==> images/congestion_map.png <==
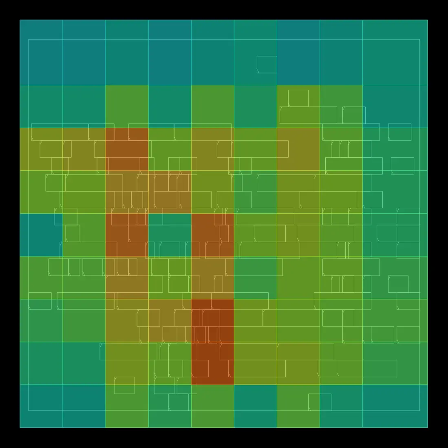
==> images/floorplan.png <==
Pins as bars on the die edge. Tap cells in grey.
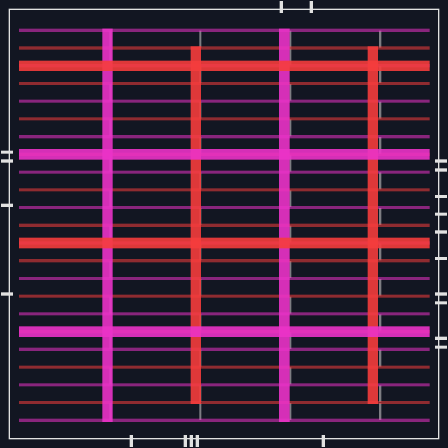
**src/rtl/bist_march_ctrl_pkg.sv**
```systemverilog
// Shared definitions for the march BIST controller: FSM state encoding and
// default geometry / pattern seed.
package bist_march_ctrl_pkg;

  typedef enum logic [2:0] {
    ST_IDLE  = 3'd0,
    ST_WRITE = 3'd1,
    ST_READ  = 3'd2,
    ST_DRAIN = 3'd3,
    ST_DONE  = 3'd4
  } state_e;

  localparam int         DEF_ADDR_W = 4;
  localparam int         DEF_DATA_W = 3;
  localparam logic [2:0] DEF_SEED   = 3'd3;

endpackage

```
**src/rtl/bist_march_ctrl_pattern_acc.sv**
```systemverilog
// Pattern generator: DATA_W-bit accumulator adding SEED each step, with the
// carry-out registered and fed back into the following step.
module bist_pattern_acc
  import bist_march_ctrl_pkg::*;
#(
  parameter int                DATA_W = DEF_DATA_W,
  parameter logic [DATA_W-1:0] SEED   = DEF_SEED
) (
  input  logic              clk,
  input  logic              reset,
  input  logic              clear,
  input  logic              step,
  output logic [DATA_W-1:0] acc
);

  logic          carry_q;
  logic [DATA_W:0] sum;

  assign sum = {1'b0, acc} + {1'b0, SEED} + {{DATA_W{1'b0}}, carry_q};

  // clear wins over step so the last write cycle rewinds for the read pass
  always_ff @(posedge clk or posedge reset) begin
    if (reset) begin
      acc     <= '0;
      carry_q <= 1'b0;
    end else if (clear) begin
      acc     <= '0;
      carry_q <= 1'b0;
    end else if (step) begin
      acc     <= sum[DATA_W-1:0];
      carry_q <= sum[DATA_W];
    end
  end

endmodule

```
**src/rtl/bist_march_ctrl.sv**
```systemverilog
// Two-pass (write, then read/compare) RAM self-test controller.
// Optional BIST_ERR_COUNT_EN adds a saturating mismatch counter output err_count.
module bist_march_ctrl
  import bist_march_ctrl_pkg::*;
#(
  parameter int                ADDR_W = DEF_ADDR_W,
  parameter int                DATA_W = DEF_DATA_W,
  parameter logic [DATA_W-1:0] SEED   = DEF_SEED
) (
  input  logic              clk,
  input  logic              reset,
  input  logic              start,
  output logic              busy,
  output logic              done,
  output logic              fail,
  output logic [ADDR_W-1:0] fail_addr,
  output logic [ADDR_W-1:0] ram_addr,
  output logic              ram_we,
  output logic [DATA_W-1:0] ram_wdata,
  input  logic [DATA_W-1:0] ram_rdata
`ifdef BIST_ERR_COUNT_EN
  ,
  output logic [ADDR_W:0]   err_count
`endif
);

  localparam logic [ADDR_W-1:0] LAST    = '1;
  localparam logic [ADDR_W-1:0] CNT_ONE = ADDR_W'(1);

  state_e            state;
  logic [ADDR_W-1:0] cnt;
  logic [DATA_W-1:0] acc;
  logic [DATA_W-1:0] exp_q;
  logic [ADDR_W-1:0] addr_q;
  logic              cmp_vld;
  logic              acc_clear;
  logic              acc_step;
  logic              mismatch;

  assign acc_clear = ((state == ST_IDLE) && start) || ((state == ST_WRITE) && (cnt == LAST));
  assign acc_step  = (state == ST_WRITE) || (state == ST_READ);
  assign ram_addr  = cnt;
  assign ram_wdata = ram_we ? acc : '0;
  assign mismatch  = cmp_vld && (ram_rdata != exp_q);

  bist_pattern_acc #(.DATA_W(DATA_W), .SEED(SEED)) u_acc (
    .clk   (clk),
    .reset (reset),
    .clear (acc_clear),
    .step  (acc_step),
    .acc   (acc)
  );

  always_ff @(posedge clk or posedge reset) begin
    if (reset) begin
      state     <= ST_IDLE;
      busy      <= 1'b0;
      done      <= 1'b0;
      fail      <= 1'b0;
      fail_addr <= '0;
      ram_we    <= 1'b0;
      cnt       <= '0;
      exp_q     <= '0;
      addr_q    <= '0;
      cmp_vld   <= 1'b0;
`ifdef BIST_ERR_COUNT_EN
      err_count <= '0;
`endif
    end else begin
      done    <= 1'b0;
      // read data lags the address by one cycle; align expectation with it
      cmp_vld <= (state == ST_READ);
      exp_q   <= acc;
      addr_q  <= cnt;
      if (mismatch) begin
        if (!fail) begin
          fail      <= 1'b1;
          fail_addr <= addr_q;
        end
`ifdef BIST_ERR_COUNT_EN
        if (err_count != '1) err_count <= err_count + (ADDR_W+1)'(1);
`endif
      end
      case (state)
        ST_IDLE: if (start) begin
          state     <= ST_WRITE;
          busy      <= 1'b1;
          ram_we    <= 1'b1;
          cnt       <= '0;
          fail      <= 1'b0;
          fail_addr <= '0;
`ifdef BIST_ERR_COUNT_EN
          err_count <= '0;
`endif
        end
        ST_WRITE: begin
          cnt <= cnt + CNT_ONE;  // wraps to 0 after the last address
          if (cnt == LAST) begin
            state  <= ST_READ;
            ram_we <= 1'b0;
          end
        end
        ST_READ: begin
          if (cnt == LAST) state <= ST_DRAIN;
          else             cnt   <= cnt + CNT_ONE;
        end
        ST_DRAIN: begin
          state <= ST_DONE;
          busy  <= 1'b0;
          done  <= 1'b1;
        end
        ST_DONE: state <= ST_IDLE;
        default: state <= ST_IDLE;
      endcase
    end
  end

endmodule

```
**config.mk**
```make
export PLATFORM = sky130hd
export DESIGN_NAME = bist_march_ctrl
export DESIGN_NICKNAME = d
export VERILOG_FILES = /design/src/rtl/bist_march_ctrl_pkg.sv /design/src/rtl/bist_march_ctrl_pattern_acc.sv /design/src/rtl/bist_march_ctrl.sv
export SDC_FILE = /design/constraint.sdc
export NUM_CORES = 1
export LEC_CHECK = 0
export CAP_MARGIN = 5
export CORE_UTILIZATION = 30
export CTS_CLUSTER_SIZE = 25
export DETAILED_ROUTE_END_ITERATION = 10
export GPL_TIMING_DRIVEN = 0
export PLACE_DENSITY = 0.55
export SYNTH_ARGS = -nofsm -noshare
export SYNTH_HDL_FRONTEND = slang
export SYNTH_SLANG_ARGS = --single-unit
```
**constraint.sdc**
```tcl
create_clock -name clk -period 1.75 [get_ports clk]
set_clock_uncertainty 0.1 [all_clocks]
set_input_delay 0.35 -clock clk [delete_from_list [all_inputs] [get_ports clk]]
set_output_delay 0.35 -clock clk [all_outputs]
set_load 0.02 [all_outputs]
```
==> GITHUB_STEP_SUMMARY <==
## Implementation flow summary

| Metric | Value |
|---|---|
| Syn nets | `113` |
| Syn-to-layout area delta | `26.23%` |
| CP startpoint kind | `register` |
| Clk tree area frac | `0.03178` |
| Clk pwr share | `0.138` |
| GR Layer Usage met1 | `0.1464` |
| Total chip power | `0.002612 W` |
| Hold depth | `0` |
| Clock Tree Buf Depth | `2` |
| Run status | `finished clean` |
| Seq share, synth | `0.5556` |
| Biggest combinational cell group after synthesis | `simple AND/OR/NAND/NOR gates` |
| Leakage | `0.6669 nW` |
| Power Density | `1701 mW/mm2` |
| Commonest Layout Cell | `dfrtp_1` |
| Dpl hpwl | `1532 um` |
| Max-slew headroom | `0.3381` |
| Worst hold slack | `0.3371 ns` |
| Slew Limit Fails | `0` |
| Logic share of the area | `0.3407` |
| Placed inst area | `0.001476 mm2` |
| Num tapcells | `48` |
| Worst Setup SP | `busy` |
| Metal3 WL | `133 um` |
| Hold EP | `exp_q[0]` |
| Combinational logic power | `0.00118 W` |
| Clock buffer cells | `3` |
| Slowest CP cell | `clkdlybuf4s50_1` |
| Post-route ant nets | `0` |
| Tmin final | `1.680 ns` |
| Yosys warning total | `0` |
| M3 GR Usage | `0.03125` |
| WP depth | `1` |
| First-pass GRT wire length | `3622 um` |
| Reg2reg start | `ram_addr[1]` |
| Complex Gates by Area | `0.1183` |
| Placed insts | `172` |
| CP peak stage delay | `0.60 ns` |
| Simple share | `0.1780` |
| Unrepaired setup endpoints after global routing | `false` |
| Ys cells | `104` |
| Top cell type by total area after synthesis | `dfrtp_1` |
| Hold Startpoint | `u_acc.acc[0]` |
| Metal2 WL | `945 um` |
| Post-synth ARST share | `1.000` |
| Final Cycle Share | `0.9600` |
| Logic inverters | `6` |
| Cell with the most instances after synthesis | `dfrtp_1` |
| Non-clk buf share | `0.1328` |
| Setup slack after placement | `-0.2096 ns` |
| Sequential cell area | `676.9 um2` |
| Most frequent cells in the layout | `dfrtp_1, nor2_1, clkdlybuf4s50_1` |
| Worst Path Required | `1.30 ns` |
| CTS tree | `built` |
| Clock root buffer | `clkbuf_8` |
| Psw | `0.001037 W` |
| Cell family with most CP delay | `buffers and inverters` |
| Top cell category | `sequential cells` |
| Non-clock buffers | `23` |
| Std-Cell Rows | `22` |
| Clock Pin Slew Worst Setup and Hold Paths | `0.09 ns` |
| Fill cells | `365` |
| First DRT Iteration DRCs | `17` |
| Flop share of the area | `0.4409` |
| Registers | `27` |
| Worst reg-to-reg path cell count | `4` |
| WP buf/inv | `1` |
| Clock-net power | `0.000361 W` |
| Distinct cells, synth | `33` |
| #FFs+latches synth | `27` |
| Synthesized area per cell | `11.69 um2` |
| Top_reg_cell synth | `dfrtp_1` |
| Synth top area share | `0.5556` |
| CP Data Arrival Time | `1.23 ns` |
| Die Size | `0.004313 mm2` |
| Layout cells sized above 1 | `0.1172` |
| # resized after CTS | `11` |
| Internal Dissipation | `0.001575 W` |
| Mi-comb count | `68` |
| Post-route setup TNS | `0 ns` |
| Worst hold path class | `register to register` |
| Largest net degree at the start of global routing | `28` |
| Top routing layer in use | `met4` |
| Clk ins delay skew pair | `0.28 ns` |
| Critical Path End | `busy` |
| Final Hold Vio Count | `0` |
| Seq. pwr | `0.00107 W` |
| Tot GR Track Use | `0.1113` |
| Floorplan Utilization | `0.3225` |
| Number of global-route vias before repair | `783` |
| Final worst slack | `0.07001 ns` |
| Combinational group share of total power | `0.451` |
| Num CTS Buffers | `3` |
| Final number of setup-violating endpoints | `0` |
| N_diodes | `0` |
| Top cells by area | `dfrtp_1, mux2i_1, xnor2_1` |
| Post-synth top cells | `dfrtp_1, nor2_1, a21oi_1, inv_1` |
| Fin cells | `176` |
| Routability congestion estimate | `0.7767` |
| Top Ports | `21` |
| Net switching fraction of the power | `0.3971` |
| Worst R2R Setup Slack | `0.13 ns` |
| Reg-to-reg critical path endpoint | `state[1]` |
| MI comb area | `523.0 um2` |
| Final WL | `2092 um` |
| Top pwr grp | `combinational cells` |
| Antenna violations before repair | `0` |
-- congestion_map.png (at the start) --
GR peak layer: met2
DR WL/cell: 11.89 um
Util after Layout: 0.4071
grt met2 use: 0.1760

-- floorplan.png (at the start) --
VSS: marked magenta. VDD: marked red.
21 signal pins sit on the boundary. 48 tap cells. 23 met1 rails follow the rows.
height of the die: 65.67 um
die x size: 65.67 um
core area: 0.003771 mm2
Max IR drop VDD: 744.2 uV

No activity file was given, so power comes from the tool's default toggle rates.
